Design mips_mem_arbiter, sky130hd; sources not shown.
Routed clock nets over the placement:
The bar under the picture is 20 um long.
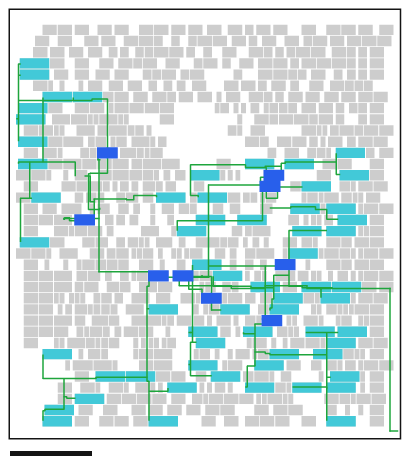
[green] clock wires | length: 835 um
[blue] cells driving clock nets | count: 9
[cyan] flip-flops | count: 61
routed clock nets: 10
Clock Power: 0.160 mW
Final Skew: 0.00894 ns

The clock network:
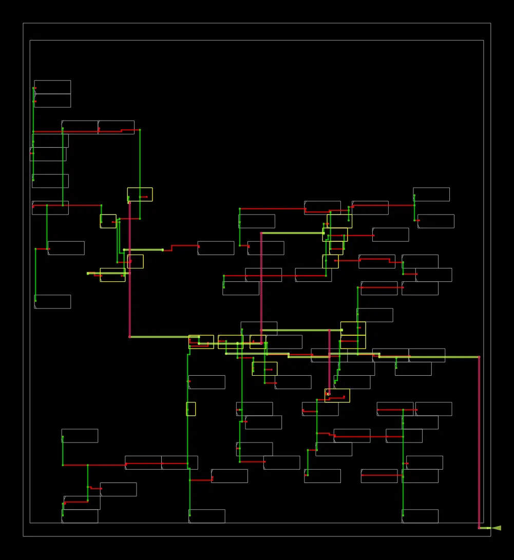
total clock sinks: 61
number of buffers created by CTS: 9
Late-Pin Clk Latency: 0.34 ns

Pin map:
Pins as bars across the die edge, other pins in gray.
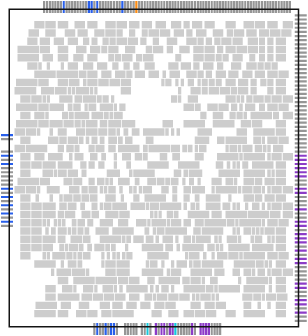
| color | port | pins | direction | edge |
|---|---|---|---|---|
| cyan | mem_write_size | 2 | output | bottom |
| purple | dm_wdata | 32 | input | 22 right, 10 bottom |
| blue | dm_addr | 17 | input | 8 left, 5 top, 4 bottom |
| orange | dm_err | 1 | output | top |
Die Span Y: 104 um
Port Buffers: 224
die width: 94.8 um

==> flow_summary.json <==
{
  "powerDensity_nw_per_um2": 87.3,
  "nFillCells": 676,
  "fmax_mhz": 158,
  "grt.total_usage_pct": 27.8,
  "flop_area_um2": 1220,
  "simple_gate_share_pct": 27.9,
  "ys_sh_adder_pct": 6.94,
  "netlist_instances": 510,
  "clk_path_buf_depth": 2,
  "cts_tree": "done",
  "slew_headroom_pct": 47.5,
  "grt_pass1_wl_um": 22000,
  "syn_area_um2": 4080,
  "hold_viol": 0,
  "dp_hpwl_um": 11200,
  "grt_pass1_vias": 4607,
  "rows": 36,
  "min_period_ns": 6.32,
  "vias_per_cell": 5.48,
  "yosysTopAreaCell": "dfxtp_1",
  "drv_slew": 0,
  "final-setup-viol-count": 0,
  "syn_area_per_cell_um2": 7.99,
  "topCellsByArea": "dfxtp_1 30%, and3_1 11%, nand2_1 8.9%, a21boi_0 6.6%, ha_1 6.4%",
  "ys_sh_mux_pct": 4.91,
  "ys_sh_xor_pct": 1.07,
  "p_leak_nw": 3.07,
  "holdWs_ns": 0.463,
  "aoi_share_pct": 22.4,
  "drc": 0,
  "topCombFamilyByArea": "simple AND/OR/NAND/NOR gates",
  "comb_area_um2": 2580,
  "fp_nets": 637,
  "fin_tns_setup_ns": 0,
  "htree_levels": 3,
  "routabilityCongestion": 0.882,
  "worstPathArrival_ns": 6.55,
  "ys_warn_count": 0,
  "tightest_slew_ns": 0.786,
  "fin_nets": 872,
  "root_buffer": "clkbuf_8",
  "ys_seq_elements": 61,
  "detail-route-antenna-nets": 0,
  "cp.required_ns": 12.91,
  "critPathLaunchType": "input port",
  "grt_max_degree": 13,
  "cts_hold_buffers": 0,
  "edf_count": 0,
  "yosysSeqAreaShare_pct": 30.0,
  "ir_drop_mv": 0.0743,
  "grt_overflow_total": 0,
  "cp_cell_sequence": "clkdlybuf4s50_1, nand2_1, nand2_1, buf_6, buf_1, mux2i_1, ha_1, inv_1, ha_1, inv_1, fa_1, nor2b_4, o2111a_1, or3_1, a21o_1, nor3b_1, nand3b_1, nand4_2, o31a_1",
  "drive_gt1_share_pct": 4.53,
  "wl_per_cell_um": 16.2,
  "r2r_cells": 21,
  "largest_register_ffs": 32,
  "area_growth_pct": 63.0,
  "max_cap_viol_count": 0,
  "crit_slowest_cell": "clkdlybuf4s50_1",
  "ff_type": "dfxtp_1",
  "top_area_share_pct": 30.0,
  "criticalPathCategory": "in2reg",
  "ys_top_cells_by_count": "97 x nand2_1, 69 x and3_1, 61 x dfxtp_1, 36 x a21boi_0, 27 x clkbuf_1",
  "ys_cells": 510,
  "pin_count": 226,
  "ys_types": 59,
  "clk_pin_slew_ns": 0.07,
  "critPathMaxStageDelay_ns": 0.56,
  "dr.pass1.iters": 5,
  "run_status": "complete, no violations",
  "crit_fanout": 10,
  "core_um2": 9010,
  "yosysChipArea_um2": 4080,
  "min_period_over_period_pct": 49.9,
  "cp-end-kind": "flop",
  "ys_async_sr_fraction_pct": 0,
  "cts_setup_buffers": 0,
  "rrSetupSlack_ns": 7.80,
  "most_common_cell": "nand2_1",
  "hold_depth": 2,
  "finalWirelength_um": 14000,
  "antenna_found_initial": 0,
  "hp-class": "reg2reg",
  "antenna_cells": 0
}
## layout by cell type, fill, tap and decap left out, drive strengths merged, types with 2 or more instances in the layout
master	instances
clkdlybuf4s50	224
nand2	97
and3	69
dfxtp	61
clkbuf	39
a21boi	36
inv	26
ha	21
mux2i	20
o211a	18
a21oi	14
o21ai	14
nor2	9
nand3	9
a21o	8
buf	8
nor2b	5
nor3b	4
or3	4
clkinv	4
and2	3
o21a	3
or4	3
nor3	3
xnor2	3
a31oi	3
o211ai	3
o31a	3
a211oi	3
nand4	3
nand2b	2
o2111a	2
a32o	2
xor2	2
a41oi	2
o31ai	2
and4	2
## worst max-delay path, delay by kind of cell
| family | cells | cell delay (ns) |
|---|---|---|
| buf+inv | 5 | 1.46 |
| simple gates | 7 | 1.22 |
| fa+ha+maj | 3 | 0.93 |
| compound gates | 3 | 0.69 |
| mux | 1 | 0.32 |
## stage by stage
step / total power [mW] / setup slack, ns / util [%] / area, um^2 / std cells
6_report: 0.581 / 6.36 / 73.8 / 6650 / 864
5_1_grt: 0.613 / 6.11 / 73.8 / 6650 / 864
4_1_cts: 0.582 / 6.41 / 73.8 / 6650 / 864
3_5_place_dp: 0.421 / 6.08 / 71.7 / 6460 / 848
3_3_place_gp: 0.413 / 6.13 / 71.7 / 6460 / 848
2_1_floorplan: 0.330 / 7.32 / - / 4080 / 510
## cell families after synthesis
kind of cell	Yosys count
xor+xnor	5
flops	61
mux	20
buf+inv	62
fa+ha+maj	22
compound gates	121
simple gates	219
## power by group
group          total [mW]  leakage, nW  switching (mW)  internal, mW
clock network       0.160       0.0928          0.0828        0.0774
registers           0.214        0.503         0.00801         0.206
logic               0.206         2.47          0.0989         0.107
## metal layers
metal,track usage (%),part of all wire [%],vias up
met1,31.3,38,2234
met4,7.79,1.9,0
met3,5.12,7.4,26
met5,0,0,-
met2,51.8,52,184
li1,-,-,2289
## final cells by class
class | count | area share [%]
multi-input cells | 387 | 38.8
repair buffers | 224 | 33.7
flip-flops and latches | 61 | 18.4
plain buffers | 37 | 2.73
well taps | 114 | 2.15
clock buffers | 10 | 2.07
inverters | 25 | 1.41
clock inverters | 6 | 0.715
Power is estimated from default activity; no workload was simulated.
